Fig. 1: run 1, routed metal, one color a layer
(2 px per um) Two of the layers only.
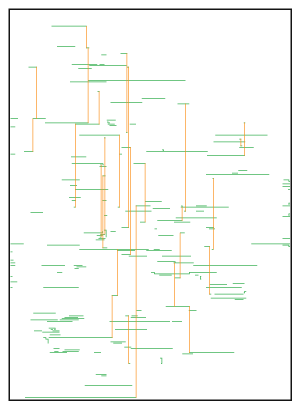
Fig. 2: run 1, sequential cells colored by netlist name
(2 px per um) Other sequential cells in the stronger gray, the rest of the logic in the fainter gray.
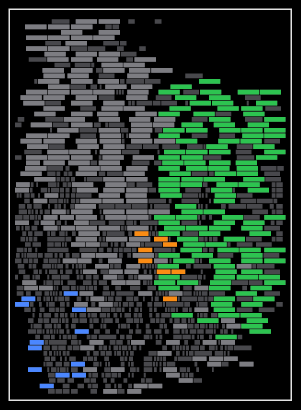
Fig. 3: run 1, congestion heat map
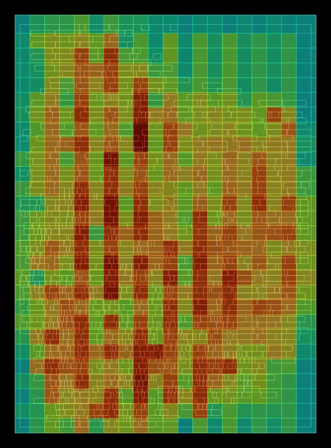
==> config.mk <==
export PLATFORM = sky130hd
export DESIGN_NAME = uart_serdes_core
export DESIGN_NICKNAME = d
export VERILOG_FILES = /design/src/rtl/uart_serdes_pkg.sv /design/src/rtl/uart_sync_fifo.sv /design/src/rtl/uart_serdes_core.sv
export SDC_FILE = /design/constraint.sdc
export NUM_CORES = 1
export LEC_CHECK = 0
export ABC_CLOCK_PERIOD_IN_PS = 4300
export CORE_ASPECT_RATIO = 1.4
export CORE_MARGIN = 2
export CORE_UTILIZATION = 58
export CTS_CLUSTER_DIAMETER = 150
export DETAILED_ROUTE_END_ITERATION = 10
export MAX_ROUTING_LAYER = met4
export PLACE_DENSITY = 0.87
export SYNTH_ARGS = -nofsm -noshare
export SYNTH_HDL_FRONTEND = slang
export SYNTH_SLANG_ARGS = --single-unit
==> constraint.sdc <==
create_clock -name uart_clock_i -period 4.3 [get_ports uart_clock_i]
set_input_delay 0.86 -clock uart_clock_i [delete_from_list [all_inputs] [get_ports uart_clock_i]]
set_output_delay 0.86 -clock uart_clock_i [all_outputs]
set_load 0.005 [all_outputs]
==> results.sh, run 1 <==
# implementation run metrics
export IMPL_worst_r2r_cell_count=13
export IMPL_io_pins=40
export IMPL_cts_max_path_buffers=3
export IMPL_outcome="complete, no violations"
export IMPL_synthMuxAreaShare_pct=13.5
export IMPL_ant_nets=0
export IMPL_final_cells=1430
export IMPL_area_growth_syn_to_layout_pct=11.3
export IMPL_cts_tree="yes"
export IMPL_synth_adder_area_share_pct=3.04
export IMPL_finalClockPeriodUsage_pct=92.6
export IMPL_top_logic_kind="multiplexers"
export IMPL_dr_first_iter_drc_count=771
export IMPL_seqPwrFrac_pct=43.0
export IMPL_fp_util_pct=59.2
export IMPL_placed_area_um2=15800
export IMPL_combPwrFrac_pct=29.1
export IMPL_syn_inst=1050
export IMPL_peakVddDrop_mv=0.475
export IMPL_cts_buffers=30
export IMPL_finalSetupTns_ns=0
export IMPL_async_flop_share_pct=0
export IMPL_end_kind="output port"
export IMPL_n_antenna_cell=0
export IMPL_worstSetupPathType="register to output port"
export IMPL_cts_root_buf="clkbuf_16"
export IMPL_ys_seq_share_pct=62.5
export IMPL_gp_congestion=0.889
export IMPL_power_mw=9.20
Back to the opening pictures, Fig. 1:
| color | layer | wire length |
|---|---|---|
| orange | metal 4 | 878 um |
| green | metal 3 | 1,430 um |
Total GRT Usage: 24.1%
vias after detailed routing: 9,170
drt wl/cell: 22.1 um
drt total wl: 31.6 mm

Back to the opening pictures, Fig. 2:
| color | signal | flops |
|---|---|---|
| green | u_rx_fifo.mem | 128 |
| orange | rx_shift_q | 8 |
| blue | tx_cnt_q | 12 |
not colored: 195
Storage cell area: 9430 um2
fraction of area in registers: 56.2%
Sequential Power: 3.95 mW
final core utilization: 65.9%

Back to the opening pictures, Fig. 3:
met2 usage: 42.4%
grt met3 use: 2.59%
GRT busiest layer: met2

==> run 1: power groups by stage <==
stage	sequential (mW)	combinational, mW	clock [mW]
floorplan	3.89	2.02	0
global placement	4.01	2.56	0
detailed placement	4.02	2.62	0
CTS	3.95	2.65	2.60
global route	3.99	2.91	2.73
finish	3.95	2.67	2.57
==> run 1: layer usage <==
metal	vias to the layer above	wire length, um	GRT usage [%]
met3	58	1430	2.59
met1	4628	12300	29.0
met5	-	0	-
met4	0	877	8.04
met2	315	17000	42.4
li1	4169	-	-
==> run 1: area by class of cell <==
| type | instances | area [um2] |
|---|---|---|
| clock buffer | 35 | 801 |
| clock inverter | 20 | 133 |
| fill | 1711 | 8690 |
| inverter | 30 | 113 |
| multi-input combinational | 619 | 5310 |
| sequential | 343 | 9430 |
| tap | 319 | 399 |
| timing repair buffer | 64 | 586 |
==> run 1: cell families after synthesis <==
family	count (synthesis)
buf+inv	88
fa+ha+maj	36
xor+xnor	23
mux	112
compound gates	173
flops	343
simple gates	275
==> run 1: critical path, cell delays in order, from the launching register on <==
cell and delay [ns]:
dfxtp_2 0.66, buf_4 0.28, mux4_2 0.56, mux4_2 0.47, nor2b_1 0.14, clkdlybuf4s50_1 0.46
==> run 1: synth_stat cells (all sizes together) (9+ instances only) <==
cell    number  share of area, %
clkbuf      38              0.95
o41ai       10              0.58
nor2        76               1.9
xor2        13              0.76
and3        22              0.91
o21ai       24              0.80
inv         29              0.72
mux4        72                11
buf         20              0.62
edfxtp     256                51
xnor2       10              0.58
o22ai       13              0.54
nor3        18              0.60
nand2       49               1.2
mux2i       25               1.7
nor4        13              0.54
a21oi       46               1.5
dfxtp       87                12
mux2        15               1.1
nand3       22              0.73
nor2b       25               1.0
ha          35               2.9
a31oi        9              0.37
==> run 1: cells in the final DEF (no fill, tap or decap), types with 12 or more instances in the layout <==
| cell type | n |
|---|---|
| a21oi_1 | 46 |
| and3_1 | 22 |
| buf_4 | 24 |
| clkbuf_16 | 31 |
| clkdlybuf4s50_1 | 38 |
| dfxtp_1 | 85 |
| edfxtp_1 | 256 |
| ha_1 | 35 |
| inv_1 | 29 |
| mux2_2 | 15 |
| mux2i_1 | 25 |
| mux4_2 | 72 |
| nand2_1 | 49 |
| nand3_1 | 22 |
| nor2_1 | 76 |
| nor2b_1 | 25 |
| nor3_1 | 18 |
| nor4_1 | 12 |
| o21ai_0 | 21 |
| o22ai_1 | 13 |
| xor2_1 | 13 |
==> run 1: stage by stage <==
step	setup WS (ns)	hold WS, ns
floorplan	0.641	0.389
global placement	0.563	0.391
detailed placement	0.499	0.404
CTS	0.262	0.418
global route	0.155	0.428
finish	0.316	0.413
==> run 2, diff against run 1 <==
--- a/config.mk
+++ b/config.mk
@@ -13,6 +13,8 @@
 export DETAILED_ROUTE_END_ITERATION = 10
 export MAX_ROUTING_LAYER = met4
 export PLACE_DENSITY = 0.87
+export REMOVE_ABC_BUFFERS = 1
+export SLEW_MARGIN = 10
 export SYNTH_ARGS = -nofsm -noshare
 export SYNTH_HDL_FRONTEND = slang
 export SYNTH_SLANG_ARGS = --single-unit
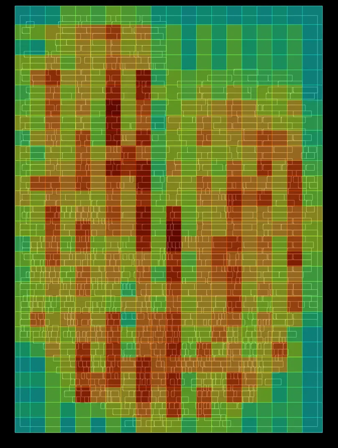
Fig. 4. Congestion heat map (run 2).
Total GRT Usage: 23.8%
final core utilization: 65.6%
met1 usage: 29.2%
drt wl/cell: 21.9 um
met2 usage: 42.2%

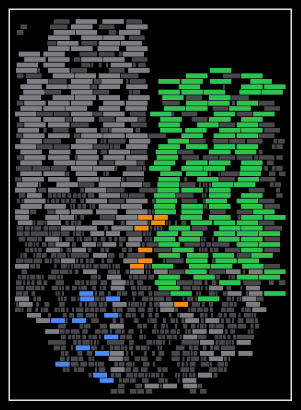
Fig. 5. Sequential cells colored by netlist name (run 2).
(2 px per um) Other sequential cells in the stronger gray, the rest of the logic in the fainter gray.
| color | signal | flops |
|---|---|---|
| green | u_rx_fifo.mem | 128 |
| blue | tx_cnt_q | 12 |
| orange | rx_shift_q | 8 |
not colored: 195
Sequential Power: 3.99 mW
fraction of area in registers: 56.5%
Storage cell area: 9430 um2

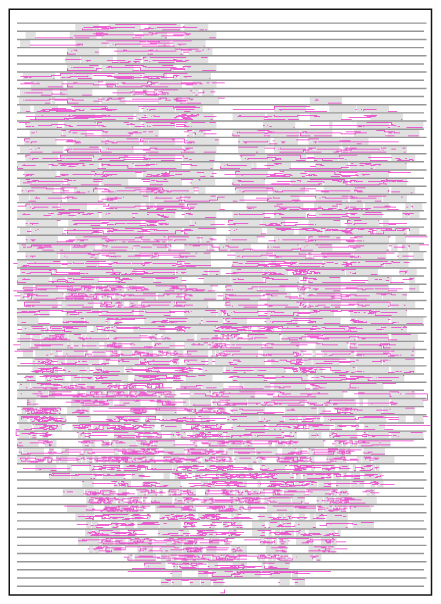
Fig. 6. Met1 routing (run 2).
(3 px per um) Supply wires on this layer in gray. Cells faint in the background.
main direction: horizontal
longest straight run: 32.2 um
wire length on this layer: 12,300 um
vias after detailed routing: 9,030
drt total wl: 31.1 mm

==> run 2 against run 1 <==
Net effect:
- synthesized cell count stayed put
- total power is 1.3% lower
- clock-buffer cell count is 13 higher
- sequential cell count stayed put
- sequential power is 1% higher
- critical path type unchanged
- die size stayed put
- clock skew is 0.0017 ns lower
- first-iteration DRC count is 15% lower
- clock power is 3% lower
- combinational power is 3% lower
- setup slack worse by 0.063 ns
- cell count is 0.49% lower
==> results.sh, run 2 <==
# implementation run metrics
export IMPL_crit_family="multiplexers"
export IMPL_io_pins=40
export IMPL_path_max_fanout=17
export IMPL_top_cells_by_area="edfxtp_1, dfxtp_1, mux4_2"
export IMPL_async_flop_share_pct=0
export IMPL_cp_depth=5
export IMPL_cpPeakStageDelay_ns=0.74
export IMPL_layout_top_cell="edfxtp_1"
export IMPL_yosysTopAreaCellShare_pct=51.0
export IMPL_wl_met2_mm=16.6
export IMPL_layout_top_cells="edfxtp_1, dfxtp_1, nor2_1"
export IMPL_end_kind="output port"
export IMPL_mi_logic_area_um2=5310
export IMPL_met3_length_mm=1.33
export IMPL_hold_viol=0
export IMPL_fin_area_um2=16700
export IMPL_drc=0
export IMPL_ys_seq_share_pct=62.5
export IMPL_wl_met1_mm=12.3
export IMPL_warnings=42
export IMPL_crit_path_top_delay_cell="dfxtp_2"
export IMPL_cts_tree="yes"
export IMPL_worst_r2r_cell_count=13
export IMPL_outcome="complete, no violations"
export IMPL_finalClockPeriodUsage_pct=94.1
export IMPL_maxUsedRoutingLayer="met4"
export IMPL_cts_buffers=30
export IMPL_ys_top_cells_by_count="edfxtp_1, dfxtp_1, nor2_1"
export IMPL_ant_nets=0
export IMPL_yosys_area_top_type="edfxtp_1"
export IMPL_fp_util_pct=59.2
export IMPL_cp_num_buf_inv=2
export IMPL_path_common_cell="mux4_2"
export IMPL_n_antenna_cell=0
export IMPL_cts_max_path_buffers=3
export IMPL_crit_chain="buf_12 -> mux4_2 -> mux4_2 -> nor2b_1 -> clkdlybuf4s50_1"
export IMPL_dr_first_iter_drc_count=659
export IMPL_syn_inst=1050
export IMPL_holdWs_ns=0.423
export IMPL_r2r_slack_ns=0.75
export IMPL_placed_area_um2=15800
export IMPL_worstSetupPathType="register to output port"
export IMPL_finalSetupTns_ns=0
export IMPL_peakVddDrop_mv=0.399
export IMPL_fillers=1747
export IMPL_gp_congestion=0.948
export IMPL_cts_root_buf="clkbuf_16"
export IMPL_synth_most_common_cell="edfxtp_1"
export IMPL_area_growth_syn_to_layout_pct=10.7
export IMPL_power_mw=9.07
-- run 2: cell counts after synthesis --
Identical to the previous run, type by type.
-- run 2: stage by stage --
step	std cells	setup slack (ns)
finish	1423	0.254
global route	1423	0.0909
CTS	1423	0.175
detailed placement	1367	0.460
global placement	1367	0.542
floorplan	992	0.0249
-- run 2: metal layers --
layer,up-vias,track usage [%]
li1,4152,-
met1,4539,29.2
met2,287,42.2
met3,52,2.39
met4,0,6.51
met5,-,-
-- run 2: power breakdown --
| part | leakage (nW) | internal [mW] | switching [mW] |
|---|---|---|---|
| Combinational | 2.13 | 1.22 | 1.38 |
| Sequential | 3.15 | 3.71 | 0.277 |
| Clock | 0.448 | 1.37 | 1.12 |
-- run 2: cells by family after synthesis --
kind of cell,after synthesis,share of synthesized area [%]
AOI/OAI and AO/OA,173,7.84
xor gates and xnor gates,23,1.34
adders and majority gates,36,3.04
buffers and inverters,88,2.32
DFF,343,62.5
muxes,112,13.5
and+or+nand+nor,275,9.40
-- run 2: area by class of cell --
type / count / share of cell area, %
Clock buffer: 48 / 5.15
Clock inverter: 8 / 0.322
Inverter: 30 / 0.674
Multi-Input combinational cell: 619 / 31.8
Sequential cell: 343 / 56.5
Tap cell: 319 / 2.39
Timing Repair Buffer: 56 / 3.15
-- run 2: worst register-to-register path, stage by stage (launching register included) --
cell and delay [ns]:
dfxtp_1 0.35, inv_1 0.11, ha_1 0.20, nor4b_2 0.20, buf_4 0.20, and4_1 0.51
a21o_1 0.27, inv_1 0.16, ha_1 0.35, nor2b_1 0.13, o21ai_0 0.12, a211oi_1 0.35
mux2_2 0.38, a31oi_1 0.14
Power figures rest on the tool's default switching activity, not on a simulated workload.
